## config.mk

```make
export PLATFORM = sky130hd
export DESIGN_NAME = mem_port_arbiter_flat
export DESIGN_NICKNAME = d
export VERILOG_FILES = /design/src/rtl/mem_port_arbiter_if.sv /design/src/rtl/mem_port_arbiter.sv /design/src/flat_wrapper.sv
export SDC_FILE = /design/constraint.sdc
export NUM_CORES = 1
export LEC_CHECK = 0
export CAP_MARGIN = 20
export CORE_AREA = 2 2 138 106
export DETAILED_ROUTE_END_ITERATION = 8
export DIE_AREA = 0 0 140 108
export PLACE_DENSITY = 0.76
export SYNTH_ARGS = -nofsm -noshare
export SYNTH_HDL_FRONTEND = slang
export SYNTH_SLANG_ARGS = --single-unit
```

## constraint.sdc

```tcl
create_clock -name clk -period 1.4 [get_ports clk]
set_input_delay 0.21 -clock clk [delete_from_list [all_inputs] [get_ports clk]]
set_output_delay 0.21 -clock clk [all_outputs]
set_load 0.05 [all_outputs]
```

## src/rtl/mem_port_arbiter_if.sv

```systemverilog
// rtl/mem_port_arbiter_if.sv - requester, response and memory-side signals of the port arbiter
interface mem_port_arbiter_if #(
  parameter int ADDR_WIDTH = 32,
  parameter int DATA_WIDTH = 32
);
  logic [1:0]              req_valid;
  logic [1:0]              req_ready;
  logic [2*ADDR_WIDTH-1:0] req_addr;
  logic [1:0]              req_we;
  logic [2*DATA_WIDTH-1:0] req_wdata;
  logic [1:0]              rsp_valid;
  logic [DATA_WIDTH-1:0]   rsp_rdata;
  logic                    rsp_err;
  logic                    mem_sel;
  logic                    mem_valid;
  logic                    mem_ready;
  logic [ADDR_WIDTH-1:0]   mem_addr;
  logic                    mem_we;
  logic [DATA_WIDTH-1:0]   mem_wdata;
  logic                    mem_rsp_valid;
  logic [DATA_WIDTH-1:0]   mem_rdata;

  modport slave (
    input  req_valid, req_addr, req_we, req_wdata, mem_ready, mem_rsp_valid, mem_rdata,
    output req_ready, rsp_valid, rsp_rdata, rsp_err, mem_sel, mem_valid, mem_addr, mem_we,
           mem_wdata
  );

  modport master (
    output req_valid, req_addr, req_we, req_wdata, mem_ready, mem_rsp_valid, mem_rdata,
    input  req_ready, rsp_valid, rsp_rdata, rsp_err, mem_sel, mem_valid, mem_addr, mem_we,
           mem_wdata
  );
endinterface

```

## src/rtl/mem_port_arbiter.sv

```systemverilog
// rtl/mem_port_arbiter.sv - round-robin arbiter sharing one memory port between fetch and data
module mem_port_arbiter #(
  parameter int ADDR_WIDTH = 32,
  parameter int DATA_WIDTH = 32,
  parameter int TIMEOUT    = 16
) (
  input  logic                clk,
  input  logic                reset,
  mem_port_arbiter_if.slave   bus
);
  typedef enum logic [1:0] {S_IDLE, S_ISSUE, S_WAIT} state_t;

  state_t                state_q, state_d;
  logic                  last_grant_q, last_grant_d;
  logic [7:0]            cnt_q, cnt_d;
  logic                  sel_q, sel_d;
  logic [ADDR_WIDTH-1:0] addr_q, addr_d;
  logic                  we_q, we_d;
  logic [DATA_WIDTH-1:0] wdata_q, wdata_d;
  logic [1:0]            rsp_valid_q, rsp_valid_d;
  logic [DATA_WIDTH-1:0] rsp_rdata_q, rsp_rdata_d;
  logic                  rsp_err_q, rsp_err_d;
  logic                  grant;
  logic [1:0]            req_ready_c;

  always_comb begin
    grant        = (bus.req_valid == 2'b11) ? ~last_grant_q : bus.req_valid[1];
    state_d      = state_q;
    last_grant_d = last_grant_q;
    cnt_d        = cnt_q;
    sel_d        = sel_q;
    addr_d       = addr_q;
    we_d         = we_q;
    wdata_d      = wdata_q;
    rsp_valid_d  = 2'b00;
    rsp_rdata_d  = rsp_rdata_q;
    rsp_err_d    = rsp_err_q;
    req_ready_c  = 2'b00;
    case (state_q)
      S_IDLE: begin
        if (|bus.req_valid) begin
          req_ready_c = grant ? 2'b10 : 2'b01;
          sel_d       = grant;
          addr_d      = grant ? bus.req_addr[2*ADDR_WIDTH-1:ADDR_WIDTH] : bus.req_addr[ADDR_WIDTH-1:0];
          we_d        = grant ? bus.req_we[1] : bus.req_we[0];
          wdata_d     = grant ? bus.req_wdata[2*DATA_WIDTH-1:DATA_WIDTH] : bus.req_wdata[DATA_WIDTH-1:0];
          state_d     = S_ISSUE;
        end
      end
      S_ISSUE: begin
        if (bus.mem_ready) begin
          cnt_d   = 8'd0;
          state_d = S_WAIT;
        end
      end
      S_WAIT: begin
        cnt_d = cnt_q + 8'd1;
        // A real response beats a timeout landing in the same cycle.
        if (bus.mem_rsp_valid || cnt_q == 8'(TIMEOUT - 1)) begin
          rsp_valid_d  = sel_q ? 2'b10 : 2'b01;
          rsp_rdata_d  = bus.mem_rsp_valid ? bus.mem_rdata : '0;
          rsp_err_d    = ~bus.mem_rsp_valid;
          last_grant_d = sel_q;
          state_d      = S_IDLE;
        end
      end
      default: state_d = S_IDLE;
    endcase
  end

  always_ff @(posedge clk) begin
    if (reset) begin
      state_q      <= S_IDLE;
      last_grant_q <= 1'b1;
      cnt_q        <= 8'd0;
      sel_q        <= 1'b0;
      addr_q       <= '0;
      we_q         <= 1'b0;
      wdata_q      <= '0;
      rsp_valid_q  <= 2'b00;
      rsp_rdata_q  <= '0;
      rsp_err_q    <= 1'b0;
    end else begin
      state_q      <= state_d;
      last_grant_q <= last_grant_d;
      cnt_q        <= cnt_d;
      sel_q        <= sel_d;
      addr_q       <= addr_d;
      we_q         <= we_d;
      wdata_q      <= wdata_d;
      rsp_valid_q  <= rsp_valid_d;
      rsp_rdata_q  <= rsp_rdata_d;
      rsp_err_q    <= rsp_err_d;
    end
  end

  // Grant is suppressed while reset is held so nothing is accepted that reset will discard.
  assign bus.req_ready = reset ? 2'b00 : req_ready_c;
  assign bus.rsp_valid = rsp_valid_q;
  assign bus.rsp_rdata = rsp_rdata_q;
  assign bus.rsp_err   = rsp_err_q;
  assign bus.mem_sel   = sel_q;
  assign bus.mem_valid = (state_q == S_ISSUE);
  assign bus.mem_addr  = addr_q;
  assign bus.mem_we    = we_q;
  assign bus.mem_wdata = wdata_q;
endmodule
```

## src/flat_wrapper.sv

```systemverilog
// flat-port wrapper written by rule: the top's interface ports become plain ports
module mem_port_arbiter_flat 
#(
  parameter int ADDR_WIDTH = 32,
  parameter int DATA_WIDTH = 32,
  parameter int TIMEOUT    = 16
)
  (clk, reset, bus_req_valid, bus_req_addr, bus_req_we, bus_req_wdata, bus_mem_ready, bus_mem_rsp_valid, bus_mem_rdata, bus_req_ready, bus_rsp_valid, bus_rsp_rdata, bus_rsp_err, bus_mem_sel, bus_mem_valid, bus_mem_addr, bus_mem_we, bus_mem_wdata);
  mem_port_arbiter_if #(.ADDR_WIDTH(ADDR_WIDTH), .DATA_WIDTH(DATA_WIDTH)) bus_i ();
  input  logic clk;
  input  logic reset;
  input wire logic [$bits(bus_i.req_valid)-1:0] bus_req_valid;
  input wire logic [$bits(bus_i.req_addr)-1:0] bus_req_addr;
  input wire logic [$bits(bus_i.req_we)-1:0] bus_req_we;
  input wire logic [$bits(bus_i.req_wdata)-1:0] bus_req_wdata;
  input wire logic [$bits(bus_i.mem_ready)-1:0] bus_mem_ready;
  input wire logic [$bits(bus_i.mem_rsp_valid)-1:0] bus_mem_rsp_valid;
  input wire logic [$bits(bus_i.mem_rdata)-1:0] bus_mem_rdata;
  output wire logic [$bits(bus_i.req_ready)-1:0] bus_req_ready;
  output wire logic [$bits(bus_i.rsp_valid)-1:0] bus_rsp_valid;
  output wire logic [$bits(bus_i.rsp_rdata)-1:0] bus_rsp_rdata;
  output wire logic [$bits(bus_i.rsp_err)-1:0] bus_rsp_err;
  output wire logic [$bits(bus_i.mem_sel)-1:0] bus_mem_sel;
  output wire logic [$bits(bus_i.mem_valid)-1:0] bus_mem_valid;
  output wire logic [$bits(bus_i.mem_addr)-1:0] bus_mem_addr;
  output wire logic [$bits(bus_i.mem_we)-1:0] bus_mem_we;
  output wire logic [$bits(bus_i.mem_wdata)-1:0] bus_mem_wdata;
  assign bus_i.req_valid = bus_req_valid;
  assign bus_i.req_addr = bus_req_addr;
  assign bus_i.req_we = bus_req_we;
  assign bus_i.req_wdata = bus_req_wdata;
  assign bus_i.mem_ready = bus_mem_ready;
  assign bus_i.mem_rsp_valid = bus_mem_rsp_valid;
  assign bus_i.mem_rdata = bus_mem_rdata;
  assign bus_req_ready = bus_i.req_ready;
  assign bus_rsp_valid = bus_i.rsp_valid;
  assign bus_rsp_rdata = bus_i.rsp_rdata;
  assign bus_rsp_err = bus_i.rsp_err;
  assign bus_mem_sel = bus_i.mem_sel;
  assign bus_mem_valid = bus_i.mem_valid;
  assign bus_mem_addr = bus_i.mem_addr;
  assign bus_mem_we = bus_i.mem_we;
  assign bus_mem_wdata = bus_i.mem_wdata;
  mem_port_arbiter #(.ADDR_WIDTH(ADDR_WIDTH), .DATA_WIDTH(DATA_WIDTH), .TIMEOUT(TIMEOUT)) u_core (.clk(clk), .reset(reset), .bus(bus_i));
endmodule
```

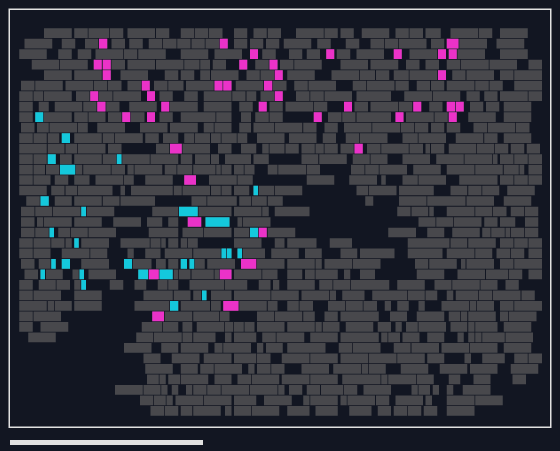
(images/logic_types.png)
Bar = 50 um.
family	colour	cells
AND and OR gates	magenta	44
NAND gates	cyan	28

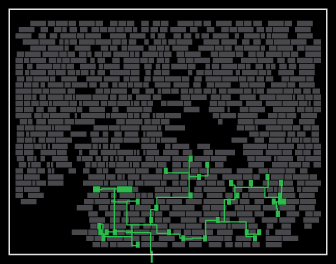
(images/io_fan.png)
port	colour	bits	direction	edge	end cells	buffers	wire
bus_mem_rsp_valid	green	1	input	bottom	34	2	352 um

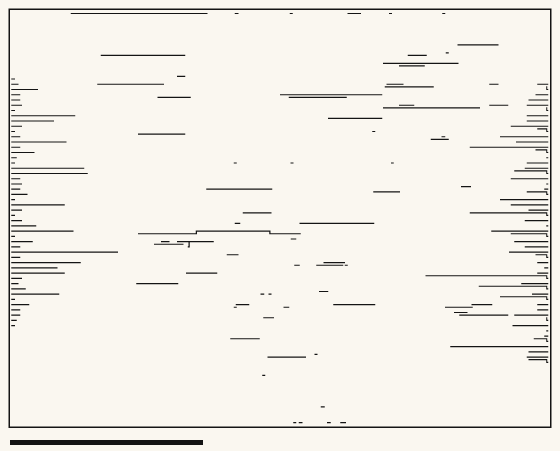
(images/layer_met3.png)
Bar = 50 um.
longest straight run	35.2 um
main direction	horizontal

## flip-flops by register name (all words and copies together) (netlist names)
name / count
u_core.bus.mem_we: 1
u_core.last_grant_q: 1
u_core.bus.mem_addr: 32
u_core.bus.rsp_err: 1
u_core.bus.mem_sel: 1
u_core.state_q: 2
u_core.cnt_q: 8
u_core.bus.rsp_rdata: 32
u_core.bus.rsp_valid: 2
u_core.bus.mem_wdata: 32
## power groups by stage
| stage | clock (mW) | sequential, mW | combinational (mW) |
|---|---|---|---|
| floorplan | 0 | 4.38 | 0.626 |
| global placement | 0 | 3.74 | 2.97 |
| detailed placement | 0 | 3.75 | 3.01 |
| CTS | 2.89 | 3.69 | 3.42 |
| global route | 3.03 | 3.73 | 3.73 |
| finish | 2.87 | 3.70 | 3.61 |
## cell usage after synthesis (4+ instances only)
library cell               count  area, um^2
sky130_fd_sc_hd__nor3_1        4       20.02
sky130_fd_sc_hd__mux2i_1      14       140.1
sky130_fd_sc_hd__nand2_1      21       78.83
sky130_fd_sc_hd__and2_1       37       231.5
sky130_fd_sc_hd__a21oi_1      83       415.4
sky130_fd_sc_hd__dfxtp_1     112        2242
sky130_fd_sc_hd__nor2_1       25       93.84
sky130_fd_sc_hd__clkbuf_1     17       63.81
sky130_fd_sc_hd__a22oi_1      16       120.1
sky130_fd_sc_hd__buf_2        17       85.08
sky130_fd_sc_hd__buf_4         4       30.03
sky130_fd_sc_hd__a211oi_1     48       360.4
sky130_fd_sc_hd__a221o_1      35       350.3
## routing by layer
| layer | share of wire, % | wire (um) | up-vias | global-route usage (%) |
|---|---|---|---|---|
| met5 | 0 | 0 | - | 0 |
| met4 | 2.6 | 550 | 0 | 8.225 |
| met3 | 5.4 | 1125 | 38 | 5.004 |
| met2 | 51 | 10650 | 212 | 44.44 |
| met1 | 41 | 8680 | 2577 | 30.49 |
| li1 | - | - | 2400 | - |
## timing repair
action                                  in CTS  in global routing
endpoints found under the setup margin      89                113
buffers inserted                            21                  3
pin swaps                                   47                 45
gates resized                              119                107
gates cloned                                14                  4
hold buffers                                 0                  0
## logic make-up (layout without fill, tap and decap cells)
logic type	count (synthesis)	after routing
mux	17	17
fa+ha+maj	1	1
compound gates	193	193
buf+inv	44	361
flops	112	112
simple gates	106	106
## critical path, stage by stage (launching register included)
cell	delay, ns
sky130_fd_sc_hd__dfxtp_2	0.34
sky130_fd_sc_hd__or2_4	0.27
sky130_fd_sc_hd__nor3b_4	0.25
sky130_fd_sc_hd__buf_6	0.15
sky130_fd_sc_hd__buf_12	0.13
## worst paths after layout
check                                                            from                                     to  slack (ns)  cells past startpoint
worst min-delay path                                 bus_req_addr[10]   u_core.bus.mem_addr[10]$_SDFFE_PP0P_        0.41                      2
worst min register to register  u_core.bus.mem_wdata[16]$_SDFFE_PP0P_  u_core.bus.mem_wdata[16]$_SDFFE_PP0P_        0.50                      2
worst max register to register           u_core.cnt_q[4]$_SDFFE_PP0P_   u_core.bus.rsp_rdata[1]$_SDFFE_PP0P_       -0.27                      5
worst max-delay path                   u_core.state_q[1]$_SDFFE_PP0P_                       bus_req_ready[1]       -0.28                      4
==> commit_impl_results.txt <==
Log flow metrics for this revision

* Outcome: finished, violations left
- The final reports fail on design-rule violations, negative setup slack.
- Multi-In Gates: 317
- CTS max path bufs: 2
- The pre-antenna-repair detailed-routing pass consisted of 9 iterations.
- Of the total synthesized cell area, the portion taken by AND, OR, NAND and NOR gates is about an eighth.
* Final Hold Viols: 0
- Number of non-clock buffers: 345
- Non-clock inverters in the final layout number 0.
- Once detailed placement completed, the half-perimeter wirelength came to 13.01 mm.
- The end-of-flow timing check tallies setup violations at 104.
- The path class of the tightest hold or removal check is in -> reg.
- Switching power of the nets: 3.270 mW
* Yosys stat area: between 4000 and 5000 um^2
* Count of vias placed by the detailed router: 5227
- Total congestion overflow: 0
- After synthesis, the mean cell area works out to 9.703 um^2.
- Reg clk slew, reported paths: 0.08 ns
- In the routed design, unresolved DRC markers number 14.
* Worst setup margin: -0.2832 ns
* Number of distinct library cells after synthesis: about 42
Power and IR drop assume default switching activity.
